### I/O nets highlighted, run 1

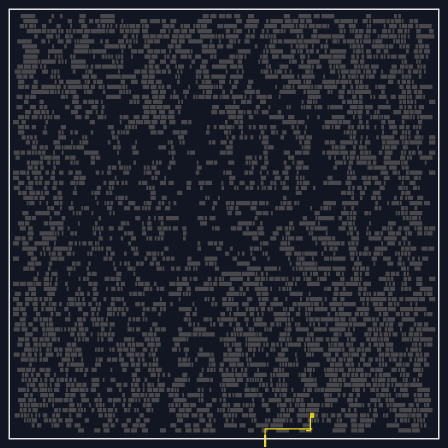
### Signal wires on met3, run 1

Bar = 50 um.
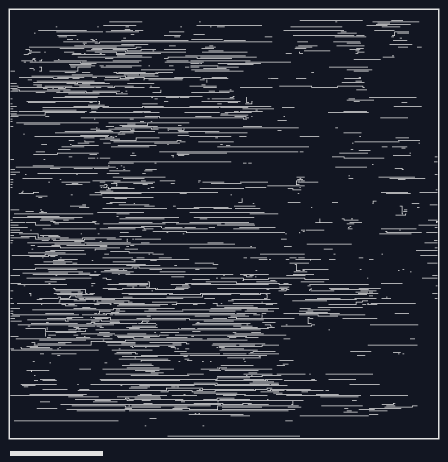
### M2 wires, run 1

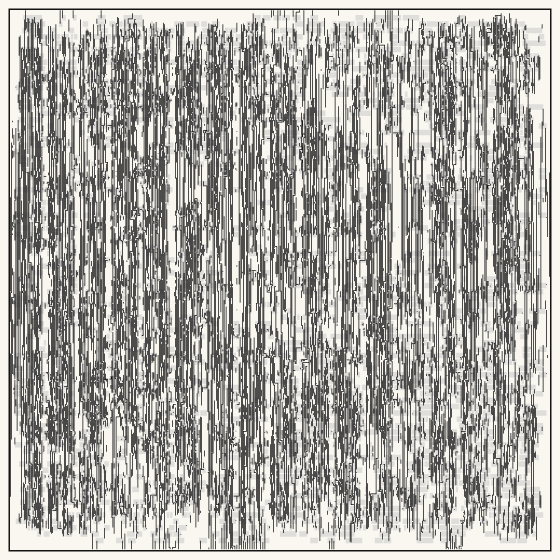
**src/rtl/seq_alu.sv**
```systemverilog
// seq_alu: registered ALU, single-cycle ops plus iterative MUL/DIV.
// Define SEQ_ALU_SIGNED_MULDIV_EN for two's-complement MUL/DIV.

module seq_alu #(
  parameter int WIDTH   = 32,
  parameter int SHAMT_W = 5
) (
  input  logic               clk,
  input  logic               clear,
  input  logic               start,
  input  logic [4:0]         opcode,
  input  logic [WIDTH-1:0]   RA,
  input  logic [WIDTH-1:0]   RB,
  output logic [2*WIDTH-1:0] RC,
  output logic               busy,
  output logic               done,
  output logic               div_zero
);

  localparam int CW = $clog2(WIDTH + 1);

  localparam logic [4:0] OP_ADD  = 5'b00011;
  localparam logic [4:0] OP_SUB  = 5'b00100;
  localparam logic [4:0] OP_SHR  = 5'b00101;
  localparam logic [4:0] OP_SHL  = 5'b00110;
  localparam logic [4:0] OP_ROR  = 5'b00111;
  localparam logic [4:0] OP_ROL  = 5'b01000;
  localparam logic [4:0] OP_AND  = 5'b01001;
  localparam logic [4:0] OP_OR   = 5'b01010;
  localparam logic [4:0] OP_ADDI = 5'b01011;
  localparam logic [4:0] OP_ANDI = 5'b01100;
  localparam logic [4:0] OP_ORI  = 5'b01101;
  localparam logic [4:0] OP_MUL  = 5'b01110;
  localparam logic [4:0] OP_DIV  = 5'b01111;
  localparam logic [4:0] OP_NEG  = 5'b10000;
  localparam logic [4:0] OP_NOT  = 5'b10001;

`ifdef SEQ_ALU_SIGNED_MULDIV_EN
  typedef enum logic [1:0] {IDLE, ITER, FIX, DONE} state_t;
`else
  typedef enum logic [1:0] {IDLE, ITER, DONE} state_t;
`endif

  state_t r_state;
  state_t w_next;

  logic [2*WIDTH-1:0] r_rc;
  logic               r_div_zero;
  logic [WIDTH-1:0]   r_hi;
  logic [WIDTH-1:0]   r_lo;
  logic [WIDTH-1:0]   r_opd;
  logic               r_is_div;
  logic [CW-1:0]      r_cnt;

  logic               w_accept;
  logic               w_is_mul;
  logic               w_is_div;
  logic               w_div0;
  logic               w_multi;
  logic               w_last;
  logic [WIDTH-1:0]   w_lo;
  logic [SHAMT_W-1:0] w_sh;
  logic [SHAMT_W-1:0] w_rsh_amt;
  logic [SHAMT_W-1:0] w_lsh_amt;
  logic [WIDTH-1:0]   w_rot;
  logic [WIDTH:0]     w_msum;
  logic [WIDTH:0]     w_rsh;
  logic [WIDTH:0]     w_diff;
  logic [WIDTH-1:0]   w_hi_nx;
  logic [WIDTH-1:0]   w_lo_nx;
  logic [WIDTH-1:0]   w_a_mag;
  logic [WIDTH-1:0]   w_b_mag;

  assign w_accept = start && (r_state == IDLE || r_state == DONE);
  assign w_is_mul = (opcode == OP_MUL);
  assign w_is_div = (opcode == OP_DIV);
  assign w_div0   = w_is_div && (RB == '0);
  assign w_multi  = w_is_mul || (w_is_div && !w_div0);
  assign w_last   = (r_cnt == CW'(1));

`ifdef SEQ_ALU_SIGNED_MULDIV_EN
  logic               r_neg_hi;
  logic               r_neg_lo;
  logic [2*WIDTH-1:0] w_fix;
  logic [2*WIDTH-1:0] w_prod;

  assign w_a_mag = RA[WIDTH-1] ? -RA : RA;
  assign w_b_mag = RB[WIDTH-1] ? -RB : RB;

  // Sign correction applied to the magnitude result after ITER
  always_comb begin
    w_prod = {r_hi, r_lo};
    w_fix  = w_prod;
    if (r_is_div) begin
      w_fix[2*WIDTH-1:WIDTH] = r_neg_hi ? -r_hi : r_hi;
      w_fix[WIDTH-1:0]       = r_neg_lo ? -r_lo : r_lo;
    end else if (r_neg_lo) begin
      w_fix = -w_prod;
    end
  end

  assign busy = (r_state == ITER) || (r_state == FIX);
`else
  assign w_a_mag = RA;
  assign w_b_mag = RB;
  assign busy    = (r_state == ITER);
`endif

  assign done     = (r_state == DONE);
  assign RC       = r_rc;
  assign div_zero = r_div_zero;

  // Single-cycle result; rol is a right-rotate by the negated amount
  always_comb begin
    w_sh      = RB[SHAMT_W-1:0];
    w_rsh_amt = (opcode == OP_ROL) ? -w_sh : w_sh;
    w_lsh_amt = -w_rsh_amt;
    w_rot     = (RA >> w_rsh_amt) | (RA << w_lsh_amt);
    w_lo      = '0;
    case (opcode)
      OP_ADD, OP_ADDI: w_lo = RA + RB;
      OP_SUB:          w_lo = RA - RB;
      OP_SHR:          w_lo = RA >> w_sh;
      OP_SHL:          w_lo = RA << w_sh;
      OP_ROR, OP_ROL:  w_lo = w_rot;
      OP_AND, OP_ANDI: w_lo = RA & RB;
      OP_OR, OP_ORI:   w_lo = RA | RB;
      OP_NEG:          w_lo = '0 - RA;
      OP_NOT:          w_lo = ~RB;
      default:         w_lo = '0;
    endcase
  end

  // One shift-add or restoring-subtract step on the HI/LO pair
  always_comb begin
    w_msum = {1'b0, r_hi} + (r_lo[0] ? {1'b0, r_opd} : '0);
    w_rsh  = {r_hi, r_lo[WIDTH-1]};
    w_diff = w_rsh - {1'b0, r_opd};
    if (r_is_div) begin
      w_hi_nx = w_diff[WIDTH] ? w_rsh[WIDTH-1:0] : w_diff[WIDTH-1:0];
      w_lo_nx = {r_lo[WIDTH-2:0], ~w_diff[WIDTH]};
    end else begin
      w_hi_nx = w_msum[WIDTH:1];
      w_lo_nx = {w_msum[0], r_lo[WIDTH-1:1]};
    end
  end

  // State register
  always_ff @(posedge clk) begin
    if (clear) r_state <= IDLE;
    else       r_state <= w_next;
  end

  // Next-state logic; DONE accepts a new op just like IDLE
  always_comb begin
    w_next = r_state;
    case (r_state)
      IDLE, DONE: begin
        if (w_accept) w_next = w_multi ? ITER : DONE;
        else          w_next = IDLE;
      end
`ifdef SEQ_ALU_SIGNED_MULDIV_EN
      ITER:    if (w_last) w_next = FIX;
      FIX:     w_next = DONE;
`else
      ITER:    if (w_last) w_next = DONE;
`endif
      default: w_next = IDLE;
    endcase
  end

  // Operand latch, iteration registers, result and div_zero flag
  always_ff @(posedge clk) begin
    if (clear) begin
      r_rc       <= '0;
      r_div_zero <= 1'b0;
      r_hi       <= '0;
      r_lo       <= '0;
      r_opd      <= '0;
      r_is_div   <= 1'b0;
      r_cnt      <= '0;
`ifdef SEQ_ALU_SIGNED_MULDIV_EN
      r_neg_hi   <= 1'b0;
      r_neg_lo   <= 1'b0;
`endif
    end else if (w_accept) begin
      r_div_zero <= w_div0;
      if (w_multi) begin
        r_is_div <= w_is_div;
        r_cnt    <= CW'(WIDTH);
        r_hi     <= '0;
        r_lo     <= w_is_div ? w_a_mag : w_b_mag;
        r_opd    <= w_is_div ? w_b_mag : w_a_mag;
`ifdef SEQ_ALU_SIGNED_MULDIV_EN
        r_neg_hi <= RA[WIDTH-1];
        r_neg_lo <= RA[WIDTH-1] ^ RB[WIDTH-1];
`endif
      end else if (w_div0) begin
        r_rc <= {RA, {WIDTH{1'b1}}};
      end else begin
        r_rc <= {{WIDTH{1'b0}}, w_lo};
      end
    end else if (r_state == ITER) begin
      r_hi  <= w_hi_nx;
      r_lo  <= w_lo_nx;
      r_cnt <= r_cnt - CW'(1);
`ifndef SEQ_ALU_SIGNED_MULDIV_EN
      if (w_last) r_rc <= {w_hi_nx, w_lo_nx};
`endif
    end
`ifdef SEQ_ALU_SIGNED_MULDIV_EN
    else if (r_state == FIX) begin
      r_rc <= w_fix;
    end
`endif
  end

endmodule

```
**config.mk**
```make
export PLATFORM = sky130hd
export DESIGN_NAME = seq_alu
export DESIGN_NICKNAME = d
export VERILOG_FILES = /design/src/rtl/seq_alu.sv
export SDC_FILE = /design/constraint.sdc
export NUM_CORES = 1
export LEC_CHECK = 0
export CORE_MARGIN = 1
export CORE_UTILIZATION = 45
export CTS_CLUSTER_DIAMETER = 60
export CTS_CLUSTER_SIZE = 40
export DETAILED_ROUTE_END_ITERATION = 6
export SYNTH_ARGS = -nofsm -noshare
export SYNTH_HDL_FRONTEND = slang
export SYNTH_SLANG_ARGS = --single-unit
```
**constraint.sdc**
```tcl
create_clock -name clk -period 8.9 [get_ports clk]
set_clock_uncertainty 0.15 [all_clocks]
set_input_delay 1.335 -clock clk [delete_from_list [all_inputs] [get_ports clk]]
set_output_delay 1.335 -clock clk [all_outputs]
set_load 0.05 [all_outputs]
```
==> flow_summary.toml, run 1 <==
# generated from flow reports
[logic_synthesis]
yosys_warnings = 0
edf_count = 0
top_cell = "nand2_1"
top_cells_by_area = "dfxtp_1 (14%), mux2i_1 (7.8%), a21oi_1 (6.5%)"
syn_avg_cell_area_um2 = 7.26
compound_area_frac = 0.283
synth_cells = 3233
syn-cell-area_um2 = 23500
synthTopCellsByCount = "nand2_1 (387), nor2_1 (329), a21oi_1 (305)"
yosys-stat-area_um2 = 23500
yosysTopAreaCellShare = 0.145
ys_ff = 170
ys_seq_frac = 0.145
simple_gate_share = 0.220
synthAdderAreaFrac = 0.0575

[timing]
relSlewSlack = 0.101
worst-slew-pin-transition_ns = 1.33
max_freq_mhz = 141
drv_slew = 0
finalClockPeriodUsage = 0.797

[route]
drc = 0
wl_per_cell_um = 32.8
top_layer_used = "met5"
via_per_inst = 7.07
met1Wirelength_mm = 46.2
detail-route-antenna-nets = 0
drt-initial-drc-count = 3754
first_pass_iters = 6

[worst_setup_path]
reg2reg_slack_ns = 3.97
max_stage_delay_ns = 0.75
critPathRequiredTime_ns = 9.08
cp_max_fo = 35
r2r-start = "r_lo[31]$_SDFFE_PP0P_"
cp.arrival_ns = 7.27
crit_family = "buffers and inverters"
crit_chain = "clkdlybuf4s50_1 > or3b_1 > o21ai_0 > nand2_1 > inv_2 > ha_1 > buf_4 > mux2_2 > o21ai_0 > mux2i_1 > nor2_1 > a31o_2 > o221ai_1 > a221oi_1 > o221ai_1"
crit_start = "opcode[1]"
start_kind = "primary input"
slowest_stage = "inv_2"
crit_path_end_kind = "register"
critPathBufInv = 3

[global_routing]
antenna_found_initial = 6
grt_first_pass_wirelength_mm = 181
grt_pass1_vias = 25800
grtUsageMet1 = 0.561
grtUsageTotal = 0.468
grt_max_degree = 79

[final_layout]
stdcell_count = 3885
final-nonclk-buf-share = 0.0820
inverters = 71
seq_share = 0.132
diodes = 3
seqCellArea_um2 = 3400
comb-cell-share = 0.719
flop-count = 170
nets = 3367
layout.clock.cell_area_share = 0.0234

[pwr]
power_frac_clock = 0.263
seqPwrFrac = 0.264
total_leakage_power_nw = 10.1
top_power_group = "combinational logic"
pwr-share-comb = 0.473
powerDensity_nw_per_um2 = 119

[clock_tree]
htreeDepth = 4
clkTransAtPathRegs_ns = 0.08
clk-insertion-delay-late_ns = 0.47
cts.sinks = 170
cts_hold_buf = 0
cts_tree = "done"
numCtsBuffers = 17
postCtsSetupBuffers = 0

[hold_path]
hp-class = "reg2reg"

[job]
warning_count = 30
drv_cap = 0

[run_status]
status = "complete, no violations"

[placement]
place_hpwl_mm = 91.3
dp.cells = 3850
place_congestion = 1.08

[floorplanning]
die_h_um = 230
n_tap_cell = 680
-- 'I/O nets highlighted' (at the start) --
[done] yellow | direction: output | edge: bottom | end cells: 1 | buffers: 1 | wire: 41.5 um
port bufs: 138
top-level I/O count: 139

-- 'Signal wires on met3' (at the start) --
main direction: horizontal
share of all routed wire: 12%
nets with wire on the layer: 544
met3 usage in global routing: 0.108
DRT Wirelength: 127 mm
DR vias: 27500

-- 'M2 wires' (at the start) --
nets with wire on the layer: 2718
share of all routed wire: 43%
longest straight run: 100 um
met2 usage: 0.707

run 1: flip-flops by register name, indices dropped and copies added (netlist names):
signal,flops
div_zero,1
r_lo,32
RC,64
r_state,2
r_opd,32
r_cnt,6
r_is_div,1
r_hi,32
run 1: path summary, 6_finish.rpt:
kind,endpoint,cells past startpoint
setup / recovery,RC[26]$_SDFFE_PP0P_,15
hold / removal,r_lo[2]$_SDFFE_PP0P_,2
setup reg to reg,RC[62]$_SDFFE_PP0P_,13
hold reg to reg,r_lo[2]$_SDFFE_PP0P_,2
run 1: cell usage in the layout (no fill, tap or decap), types with 12 or more instances in the layout:
cell type	instances
o21ai_0	135
clkbuf_16	17
xor2_1	57
a21oi_1	303
and3_1	18
nor2b_1	26
nand3b_1	15
a2111oi_0	12
a22oi_1	16
ha_1	103
nor3_1	74
a211o_1	17
xnor2_1	77
o211ai_1	72
a221oi_1	26
a21o_1	59
nand2b_1	27
a311oi_1	42
nor2_1	329
and2_1	42
a211oi_1	73
mux4_2	53
mux2i_1	183
mux2_2	86
buf_4	102
o21a_1	22
clkdlybuf4s50_1	132
nor4_1	18
a31oi_1	30
dfxtp_1	169
nand3_1	89
nand4_1	24
o22ai_1	22
nand2_1	386
or3_1	13
o221ai_1	12
o21bai_1	16
o31ai_1	18
inv_1	66
a221o_1	18
run 1: per-stage QoR:
stage | power (mW) | area, um2 | hold WS, ns | utilization | worst slack (ns)
after floorplan | 1.70 | 23500 | 0.289 | - | 2.21
after global placement | 2.20 | 25200 | 0.298 | 0.490 | 1.72
after detailed placement | 2.20 | 25200 | 0.310 | 0.490 | 1.54
after CTS | 3.00 | 25800 | 0.324 | 0.502 | 2.04
after global routing | 3.15 | 25800 | 0.336 | 0.502 | 1.50
final | 3.07 | 25800 | 0.325 | 0.502 | 1.81
### Cell classes on the final placement, run 1

Fill, decap, tap and diode cells in grey.
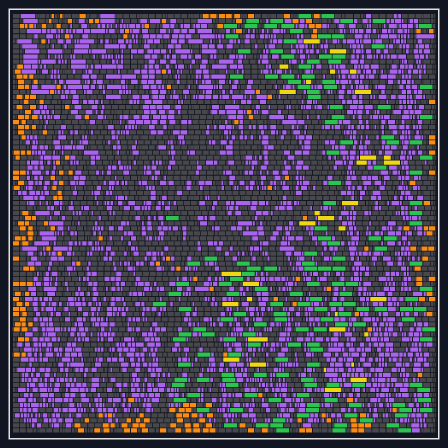

==> run 2: changes to the inputs <==
Clock period 8.9 ns to 7.1 ns, I/O delays scaled along.
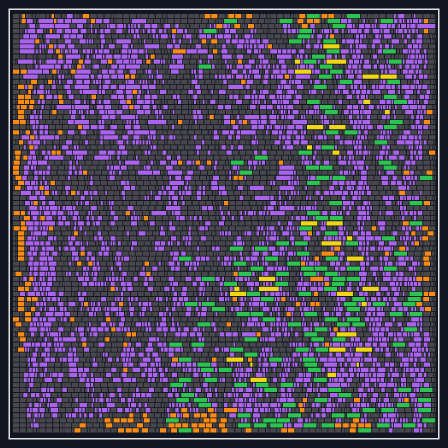
*Cell classes on the final placement, run 2*
Fill, decap, tap and diode cells in grey.
[remaining logic cells] purple | cells: 2761 | share of their area: 75%
[registers] green | cells: 170 | share of their area: 13%
[remaining buffers and delay cells] orange | cells: 263 | share of their area: 9.3%
[clock drivers and dummy loads] yellow | cells: 32 | share of their area: 2.6%
core area: 51400 um2
Rows: 83
flop share of the area: 0.131
Design Area, Final: 26100 um2

==> flow_summary.toml, run 2 <==
# generated from flow reports
[run_status]
status = "complete, but fails checks"
violations = "design-rule violations"

[clock_tree]
clk-insertion-delay-late_ns = 0.46
htreeDepth = 4
cts_hold_buf = 0
postCtsSetupBuffers = 0
numCtsBuffers = 17
cts_tree = "done"
cts.sinks = 170

[timing]
max_freq_mhz = 162
relSlewSlack = 0.106
holdWs_ns = 0.321
finalClockPeriodUsage = 0.872
drv_slew = 0
finalWorstSetupSlack_ns = 0.908

[worst_setup_path]
r2r_end = "RC[61]$_SDFFE_PP0P_"
crit_path_end_kind = "register"
start_kind = "primary input"
r2r_cells = 12
reg2reg_slack_ns = 2.07
r2r-start = "r_lo[0]$_SDFFE_PP0P_"
cp.arrival_ns = 6.36
cp_max_fo = 22
critPathRequiredTime_ns = 7.27

[hold_path]
hp-class = "reg2reg"
holdPathStages = 2
min_to = "r_lo[21]$_SDFFE_PP0P_"
min_from = "r_lo[21]$_SDFFE_PP0P_"

[logic_synthesis]
simple_gate_share = 0.220
synth_cells = 3233
yosysTopAreaCellShare = 0.145
top_cells_by_area = "dfxtp_1 (14%), mux2i_1 (7.8%), a21oi_1 (6.5%)"
yosys-stat-area_um2 = 23500
top_cell = "nand2_1"
edf_count = 0
flop_cell = "dfxtp_1"
synthAdderAreaFrac = 0.0575
syn-cell-area_um2 = 23500
compound_area_frac = 0.283
yosys_warnings = 0
ys_seq_frac = 0.145
syn_avg_cell_area_um2 = 7.26
ys_ff = 170

[job]
drv_cap = 0
warning_count = 30

[global_routing]
grt.met3_usage = 0.128
grt_first_pass_wirelength_mm = 179
grtUsageTotal = 0.463
grt_pass1_vias = 25300
grtUsageMet1 = 0.570
met2_usage = 0.695
antenna_found_initial = 13

[final_layout]
lay_top_cells = "nand2_1 (386), nor2_1 (329), a21oi_1 (303)"
stdcell_count = 3913
nets = 3391
final_common_cell = "nand2_1"
largest_reg_flops = 64
final_layout_size_suffix_gt1_frac = 0.114

[pwr]
total_leakage_power_nw = 10.3
powerDensity_nw_per_um2 = 150

[placement]
dp.cells = 3874
place_hpwl_mm = 93.6
pre_cts_slack_ns = 0.705
place_congestion = 1.08
port_buffers = 138

[floorplanning]
ioPinCount = 139
die_h_um = 230

[route]
drt-initial-drc-count = 3892
top_layer_used = "met5"
via_per_inst = 7.00
wl_per_cell_um = 32.3
first_pass_iters = 7
detail-route-antenna-nets = 0
met1Wirelength_mm = 47.7
finalWirelength_mm = 126
vias = 27400
drc = 25
[run 2: power by group]
group	total [mW]	internal, mW	switching, mW	leakage, nW
Sequential	1.02	0.983	0.0323	1.38
Combinational	1.83	0.625	1.21	8.56
Clock	1.07	0.609	0.461	0.317
Total	3.92	2.22	1.70	10.3
[run 2: final cells by class]
class | count | area, um2
timing repair buffer | 263 | 2340
sequential | 170 | 3400
fill | 5118 | 25300
tap | 680 | 851
clock buffer | 19 | 443
multi-input combinational | 2690 | 18600
antenna | 7 | 17.5
clock inverter | 13 | 200
inverter | 71 | 267
[run 2: metrics by stage]
step | utilization | total power, mW | instance area [um2]
finish | 0.507 | 3.92 | 26100
global route | 0.507 | 4.02 | 26100
CTS | 0.507 | 3.83 | 26100
detailed placement | 0.495 | 2.77 | 25400
global placement | 0.495 | 2.77 | 25400
floorplan | - | 2.13 | 23500
[run 2: critical path, stage by stage]
cell and delay [ns]:
clkdlybuf4s50_1 0.75, nor3b_1 0.40, nand2_1 0.53, nor2_1 0.28, a21oi_1 0.11, fa_1 0.48, a211o_1 0.32, a2111oi_0 0.59
o21ai_0 0.30, a21oi_1 0.24, a21oi_1 0.19, a31o_2 0.29, a221oi_1 0.34, xor2_1 0.29, o221ai_1 0.17
[run 2: how the worst max path moves through the flow]
stage	from	cells after the start	end	slack, ns
global placement	opcode[2]	15	RC[26]$_SDFFE_PP0P_	0.97
global route	opcode[1]	15	RC[26]$_SDFFE_PP0P_	0.61
finish	opcode[2]	15	RC[26]$_SDFFE_PP0P_	0.91
detailed placement	opcode[2]	15	RC[26]$_SDFFE_PP0P_	0.71
CTS	opcode[2]	15	RC[26]$_SDFFE_PP0P_	1.19
floorplan	RB[0]	23	RC[23]$_SDFFE_PP0P_	0.68
Power figures rest on the tool's default switching activity, not on a simulated workload.
